### config.mk
export PLATFORM = sky130hd
export DESIGN_NAME = fd_pipe_reg_elastic
export DESIGN_NICKNAME = d
export VERILOG_FILES = /design/src/rtl/fd_pipe_reg_elastic.sv
export SDC_FILE = /design/constraint.sdc
export NUM_CORES = 1
export LEC_CHECK = 0
export CORE_MARGIN = 4
export CORE_UTILIZATION = 47
export DETAILED_ROUTE_END_ITERATION = 10
export PLACE_DENSITY = 0.85
export SLEW_MARGIN = 20
export SYNTH_ARGS = -nofsm -noshare
export SYNTH_HDL_FRONTEND = slang
export SYNTH_SLANG_ARGS = --single-unit
export TNS_END_PERCENT = 10
### constraint.sdc
create_clock -name clk -period 3.95 [get_ports clk]
set_input_delay 0.5925 -clock clk [delete_from_list [all_inputs] [get_ports clk]]
set_output_delay 0.5925 -clock clk [all_outputs]
set_load 0.01 [all_outputs]
### src/rtl/fd_pipe_reg_elastic.sv
// Elastic fetch-to-decode pipeline register: valid/ready handshake, one-entry skid
// buffer, synchronous flush with NOP injection and a saturating stall-cycle counter.
module fd_pipe_reg_elastic #(
    parameter int                  INSTR_W   = 16,
    parameter int                  PC_W      = 16,
    parameter logic [INSTR_W-1:0]  NOP_INSTR = 16'h0800,
    parameter int                  CNT_W     = 8
) (
    input  logic               clk,
    input  logic               rst,
    input  logic               in_valid,
    output logic               in_ready,
    input  logic [INSTR_W-1:0] instr_in,
    input  logic [PC_W-1:0]    inc_pc_in,
    input  logic               flush,
    output logic               out_valid,
    input  logic               out_ready,
    output logic [INSTR_W-1:0] instr_out,
    output logic [PC_W-1:0]    inc_pc_out,
    output logic [1:0]         occupancy,
    output logic [CNT_W-1:0]   stall_cnt
);

    logic               main_v_q, main_v_d;
    logic [INSTR_W-1:0] main_instr_q, main_instr_d;
    logic [PC_W-1:0]    main_pc_q, main_pc_d;
    logic               skid_v_q, skid_v_d;
    logic [INSTR_W-1:0] skid_instr_q, skid_instr_d;
    logic [PC_W-1:0]    skid_pc_q, skid_pc_d;
    logic [CNT_W-1:0]   stall_cnt_q, stall_cnt_d;

    logic accept;
    logic deq;

    // Ready comes only from the skid flag, so there is no combinational path from out_ready.
    assign in_ready = !skid_v_q;
    assign accept   = in_valid && in_ready;
    assign deq      = main_v_q && out_ready;

    always_comb begin
        main_v_d     = main_v_q;
        main_instr_d = main_instr_q;
        main_pc_d    = main_pc_q;
        skid_v_d     = skid_v_q;
        skid_instr_d = skid_instr_q;
        skid_pc_d    = skid_pc_q;
        stall_cnt_d  = stall_cnt_q;

        if (flush) begin
            main_v_d = 1'b0;
            skid_v_d = 1'b0;
        end else if (!main_v_q || deq) begin
            if (skid_v_q) begin
                main_v_d     = 1'b1;
                main_instr_d = skid_instr_q;
                main_pc_d    = skid_pc_q;
                skid_v_d     = 1'b0;
            end else if (accept) begin
                main_v_d     = 1'b1;
                main_instr_d = instr_in;
                main_pc_d    = inc_pc_in;
            end else begin
                main_v_d = 1'b0;
            end
        end else if (accept) begin
            skid_v_d     = 1'b1;
            skid_instr_d = instr_in;
            skid_pc_d    = inc_pc_in;
        end

        if (main_v_q && !out_ready && !flush && (stall_cnt_q != {CNT_W{1'b1}}))
            stall_cnt_d = stall_cnt_q + {{(CNT_W-1){1'b0}}, 1'b1};
    end

    always_ff @(posedge clk or negedge rst) begin
        if (!rst) begin
            main_v_q     <= 1'b0;
            main_instr_q <= '0;
            main_pc_q    <= '0;
            skid_v_q     <= 1'b0;
            skid_instr_q <= '0;
            skid_pc_q    <= '0;
            stall_cnt_q  <= '0;
        end else begin
            main_v_q     <= main_v_d;
            main_instr_q <= main_instr_d;
            main_pc_q    <= main_pc_d;
            skid_v_q     <= skid_v_d;
            skid_instr_q <= skid_instr_d;
            skid_pc_q    <= skid_pc_d;
            stall_cnt_q  <= stall_cnt_d;
        end
    end

    assign out_valid  = main_v_q;
    assign instr_out  = main_v_q ? main_instr_q : NOP_INSTR;
    assign inc_pc_out = main_v_q ? main_pc_q : '0;
    assign occupancy  = {1'b0, main_v_q} + {1'b0, skid_v_q};
    assign stall_cnt  = stall_cnt_q;

endmodule

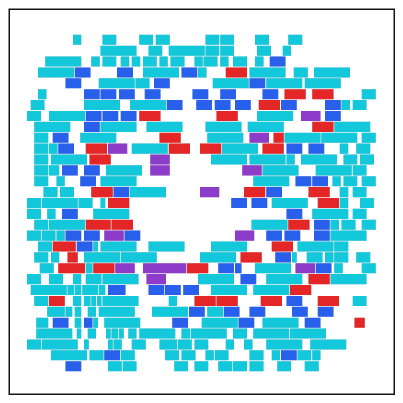
**Above:** drive-strength map.
(4 px per µm)
Key: cyan = drive 1 or less [cells 219]; blue = drive 2 [cells 71]; purple = drive 6 and up [cells 13]; red = drive 3 to 4 [cells 37]

==> results.yml <==
# synthesis and place-and-route metrics
synth:
  xor_share_pct: 0.2415
  synth_top_area_share_pct: 51.05
  most_common_cell: "dfrtp_1"
  ys_seq_share_pct: 51.05
  enable_flop_cells: 0
  ys_cells: 256
  synthAdderAreaFrac_pct: 0.6899
  synth.avg_cell_area_um2: 14.17
  synthTopCellsByCount: "dfrtp_1, mux2_2, and2_1"
  ys_types: 30
  synthTopCellsByArea: "dfrtp_1, mux2_2, mux2_4"
placement:
  io_buffers: 80
  place.gp.congestion: 0.7829
  dp_hpwl_um: 4724
final_layout:
  buffers_excl_clock: 82
  largest_class: "registers"
  nNonClkInverters: 2
  area_delta_synth_final_pct: 29.53
  design.seq.count: 74
  nonClkBufAreaFrac_pct: 17.31
  comb_cells: 167
  seq-cell-share_pct: 39.41
  nNetsFinal: 375
  comb_area_mm2: 0.001698
  comb_share_pct: 36.14
  layout_top_cells: "clkdlybuf4s50_1, dfrtp_1, mux2_2, and2_1, mux2_4"
  n_antenna_cell: 0
route:
  drtIter0Drc: 40
  drt-total-wl_um: 6997
  detail_route.vias_per_cell: 5.107
  vias: 2242
  met3_length_um: 374
die:
  dieHeight_um: 95.85
  coreArea_mm2: 0.007370
  io_pins: 81
worst_setup_path:
  max_stage_delay_ps: 940
  end_kind: "output port"
  worstRegToRegCells: 3
  crit_path_end: "occupancy[0]"
  cp.depth: 2
timing:
  worst_pin_slew_ps: 910.8
  finalHoldViolCount: 0
  fmax_mhz: 368.4
  final.min_clock_period_ps: 2714
  finalSetupViolCount: 0
cts:
  numCtsBuffers: 9
  clk_latency_ps: 340
  ctsHoldBuffers: 0
  root_buffer: "clkbuf_8"
power_and_ir_drop:
  power_leader: "registers"
  leakagePower_uw: 0.002038
  total_power_uw: 2162
  powerSeq_uw: 1050
  intPower_uw: 1618
  pwr-share-clk_pct: 27.9
run:
  drv_cap: 0
global_routing:
  antenna_found_initial: 0
  grt_start_max_net_pins: 75
  grt_first_pass_wirelength_um: 11270
  grt_pass1_vias: 2399
  grt_overflow: 0
outcome:
  status: "complete, no violations"
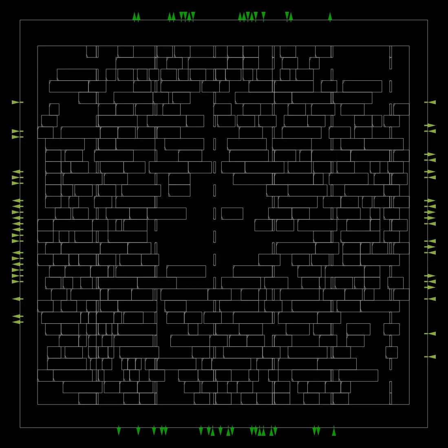
**Above:** placement view.
non-filler instance count after layout: 439
# fillers: 584

Power and IR drop assume default switching activity.
